<file path="config.mk">
export PLATFORM = sky130hd
export DESIGN_NAME = pipe_stage_skid
export DESIGN_NICKNAME = d
export VERILOG_FILES = /design/src/rtl/pipe_stage_skid.sv
export SDC_FILE = /design/constraint.sdc
export NUM_CORES = 1
export LEC_CHECK = 0
export CORE_UTILIZATION = 52
export DETAILED_ROUTE_END_ITERATION = 8
export PLACE_DENSITY = 0.86
export REMOVE_ABC_BUFFERS = 1
export SKIP_CTS_REPAIR_TIMING = 1
export SYNTH_ARGS = -nofsm -noshare
export SYNTH_HDL_FRONTEND = slang
export SYNTH_SLANG_ARGS = --single-unit
</file>
<file path="constraint.sdc">
create_clock -name clk -period 3.34 [get_ports clk]
set_input_delay 0.668 -clock clk [delete_from_list [all_inputs] [get_ports clk]]
set_output_delay 0.668 -clock clk [all_outputs]
set_load 0.005 [all_outputs]
</file>
<file path="src/rtl/pipe_stage_skid.sv">
// -----------------------------------------------------------------------------
// pipe_stage_skid
//
// Generic elastic pipeline stage register for the five-stage MIPS core. One
// instance sits between each pair of stages (D/E/M/W) and carries the
// instruction word, PC+4, an exception code and an opaque payload across a
// valid/ready handshake.
//
// Storage is a main entry (M, drives the out_* side) plus a skid entry (S).
// in_ready comes straight from a flop, so it never depends combinationally on
// out_ready. Outputs come only from the M flops.
//
// The exception code carried forward follows a first-exception-wins rule: an
// upstream code beats a locally detected one. A beat whose final code is
// selected in NOP_EXC_MASK has its instruction forced to 0 (NOP).
//
// Parameters:
//   DATA_W        payload width
//   EXC_W         exception code width
//   NOP_EXC_MASK  bit k set: final exception code k forces instr to 0
//
// Ports:
//   clk        in   clock
//   reset      in   synchronous active-high reset
//   flush      in   empty the stage (exception/interrupt)
//   in_valid   in   upstream beat valid
//   in_ready   out  stage can accept a beat (registered)
//   in_kill    in   accepted beat is discarded
//   in_instr   in   instruction word
//   in_pc4     in   PC+4
//   in_exc     in   exception code from earlier stage, 0 = none
//   loc_exc    in   exception code detected by the feeding stage, 0 = none
//   in_data    in   opaque payload
//   out_valid  out  main entry holds a beat
//   out_ready  in   downstream accepts
//   out_instr  out  instruction (0 when empty or NOP-converted)
//   out_pc4    out  PC+4
//   out_exc    out  merged exception code
//   out_data   out  payload
//   stall_cnt  out  (only with STALL_PERF_CNT_EN) cycles with out_valid & ~out_ready
//
// Build option:
//   STALL_PERF_CNT_EN  when defined, adds the stall_cnt port and counter.
// -----------------------------------------------------------------------------
module pipe_stage_skid #(
   parameter int          DATA_W       = 128,
   parameter int          EXC_W        = 5,
   parameter logic [31:0] NOP_EXC_MASK = 32'h0000_0410
) (
   input  logic              clk,
   input  logic              reset,
   input  logic              flush,
   input  logic              in_valid,
   output logic              in_ready,
   input  logic              in_kill,
   input  logic [31:0]       in_instr,
   input  logic [31:0]       in_pc4,
   input  logic [EXC_W-1:0]  in_exc,
   input  logic [EXC_W-1:0]  loc_exc,
   input  logic [DATA_W-1:0] in_data,
   output logic              out_valid,
   input  logic              out_ready,
   output logic [31:0]       out_instr,
   output logic [31:0]       out_pc4,
   output logic [EXC_W-1:0]  out_exc,
   output logic [DATA_W-1:0] out_data
`ifdef STALL_PERF_CNT_EN
   ,
   output logic [31:0]       stall_cnt
`endif
);

   typedef struct packed {
      logic              valid;
      logic [31:0]       instr;
      logic [31:0]       pc4;
      logic [EXC_W-1:0]  exc;
      logic [DATA_W-1:0] data;
   } entry_t;

   entry_t m_q, m_d;
   entry_t s_q, s_d;
   entry_t beat_in;
   logic   in_ready_q;

   logic             accept;
   logic             store;
   logic             drain;
   logic [EXC_W-1:0] exc_m;
   logic             nop_hit;

   // ---------------------------------------------------------------------------
   // Exception merge and NOP conversion of the incoming beat
   // ---------------------------------------------------------------------------
   assign exc_m = (in_exc != '0) ? in_exc : loc_exc;

   // Only codes 0..31 can be selected by the mask; wider codes with any upper
   // bit set never convert.
   generate
      if (EXC_W <= 5) begin : g_nop_narrow
         assign nop_hit = NOP_EXC_MASK[exc_m];
      end else begin : g_nop_wide
         assign nop_hit = (exc_m[EXC_W-1:5] == '0) && NOP_EXC_MASK[exc_m[4:0]];
      end
   endgenerate

   always_comb begin
      beat_in       = '0;
      beat_in.valid = 1'b1;
      beat_in.instr = nop_hit ? 32'h0 : in_instr;
      beat_in.pc4   = in_pc4;
      beat_in.exc   = exc_m;
      beat_in.data  = in_data;
   end

   // ---------------------------------------------------------------------------
   // Handshake terms
   // ---------------------------------------------------------------------------
   assign accept = in_valid & in_ready_q;
   assign store  = accept & ~in_kill;   // killed beats complete the handshake only
   assign drain  = m_q.valid & out_ready;

   // ---------------------------------------------------------------------------
   // Next-state of the two entries
   // ---------------------------------------------------------------------------
   always_comb begin
      m_d = m_q;
      s_d = s_q;
      if (flush) begin
         // Whatever drains this cycle was already presented on out_*; the
         // stage is empty afterwards and a concurrent accept is dropped.
         m_d = '0;
         s_d = '0;
      end else if (s_q.valid) begin
         // in_ready is low while S is full, so no accept can occur here.
         if (drain) begin
            m_d = s_q;
            s_d = '0;
         end
      end else begin
         if (store && (!m_q.valid || drain)) begin
            m_d = beat_in;
         end else if (store) begin
            s_d = beat_in;
         end else if (drain) begin
            // Empty entries hold all-zero fields so bubbles read as NOPs.
            m_d = '0;
         end
      end
   end

   always_ff @(posedge clk) begin
      if (reset) begin
         m_q        <= '0;
         s_q        <= '0;
         in_ready_q <= 1'b1;
      end else begin
         m_q        <= m_d;
         s_q        <= s_d;
         in_ready_q <= ~s_d.valid;
      end
   end

   // ---------------------------------------------------------------------------
   // Outputs, all from flops
   // ---------------------------------------------------------------------------
   assign in_ready  = in_ready_q;
   assign out_valid = m_q.valid;
   assign out_instr = m_q.instr;
   assign out_pc4   = m_q.pc4;
   assign out_exc   = m_q.exc;
   assign out_data  = m_q.data;

`ifdef STALL_PERF_CNT_EN
   // ---------------------------------------------------------------------------
   // Downstream back-pressure counter; wraps, survives flush.
   // ---------------------------------------------------------------------------
   logic [31:0] stall_cnt_q;

   always_ff @(posedge clk) begin
      if (reset) begin
         stall_cnt_q <= 32'h0;
      end else if (m_q.valid && !out_ready) begin
         stall_cnt_q <= stall_cnt_q + 32'h1;
      end
   end

   assign stall_cnt = stall_cnt_q;
`endif

endmodule

</file>
==> flow_summary.json <==
{
  "status": "finished, final reports clean",
  "switchingPower_mw": 2.39,
  "drt_drc_violations_left": 0,
  "biggestCellCategory": "registers",
  "hp-start": "s_q[195]$_SDFFE_PP0P_",
  "top_area_cell": "dfxtp_1",
  "crit_chain": "clkdlybuf4s50_1",
  "comb_area_um2": 5910,
  "cts-htree-levels": 2,
  "grt_antenna_before_repair": 4,
  "met2_usage_pct": 53.2,
  "reg2reg_to": "out_data[67]$_SDFFE_PP0P_",
  "synth.most_common_cell": "dfxtp_1",
  "ys_cells": 1532,
  "fin_tns_setup_ns": 0,
  "top_logic_kind": "AND-OR/OR-AND gates",
  "path_max_fanout": 10,
  "m1WireLength_um": 17500,
  "rsz0062_at_grt": "no",
  "worst-setup-path-type": "flop to output pin",
  "rows": 60,
  "yosys_area_um2": 14600,
  "grt_pass1_vias": 13600,
  "synth.cell_area_um2": 14600,
  "ir_drop_mv": 0.538,
  "edf_count": 0,
  "fin_ws_ns": 0.902,
  "skew_ns": 0.0199,
  "yosysSeqAreaShare_pct": 54.5,
  "num-multi-input-gates": 966,
  "setup_violations": 0,
  "worstPathRequired_ns": 2.67,
  "yosys_warnings": 0,
  "grt_util_met1_pct": 36.6,
  "fin_crit_sh_pct": 73.0,
  "cpLargestDelayFamily": "flip-flops",
  "ys_sh_aoi_pct": 25.3,
  "async_reset_ff_share_pct": 0,
  "hold_viol_final": 0,
  "n_all_inverters": 6
}
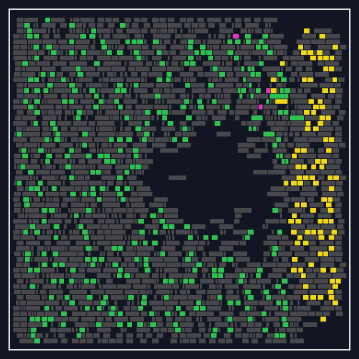
Fig. 1. Logic cells by family.
Scale: 2 px per um.
- yellow: non-inverting ao/oa cells (cells 100; where a vertical strip on the right)
- green: aoi and oai cells (cells 351; where widely spread)
- magenta: and/or cells (cells 3)
logic share of the area: 29.5%
most instantiated logic cell after routing: clkdlybuf4s50_1
post-route insts no fill: 2252

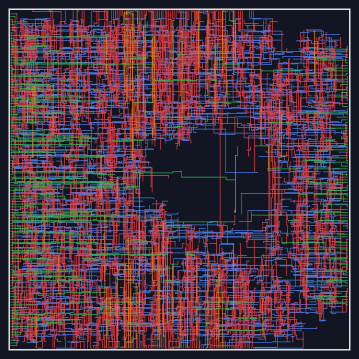
Fig. 2. Routed metal, one color a layer.
Scale: 2 px per um.
- red: M2 (wire length 22.8 mm)
- orange: M4 (wire length 2070 um)
- green: M3 (wire length 4850 um)
- blue: M1 (wire length 17500 um)
DRT Wirelength: 47300 um
Avg WL per Cell: 21.0 um
detailed-route via count: 14000

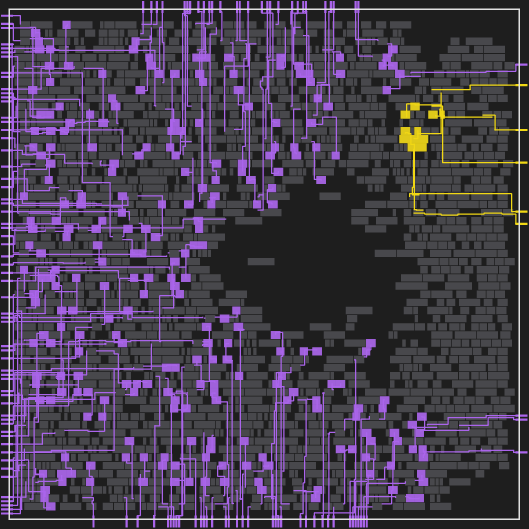
Fig. 3. I/O nets highlighted.
Scale: 3 px per um.
- yellow: `loc_exc` (bits 5; direction input; edge right; end cells 8; buffers 5; wire 290 um)
- purple: `in_data` (bits 128; direction input; edge 60 left, 36 bottom, 28 top, 4 right; end cells 256; buffers 128; wire 5860 um)

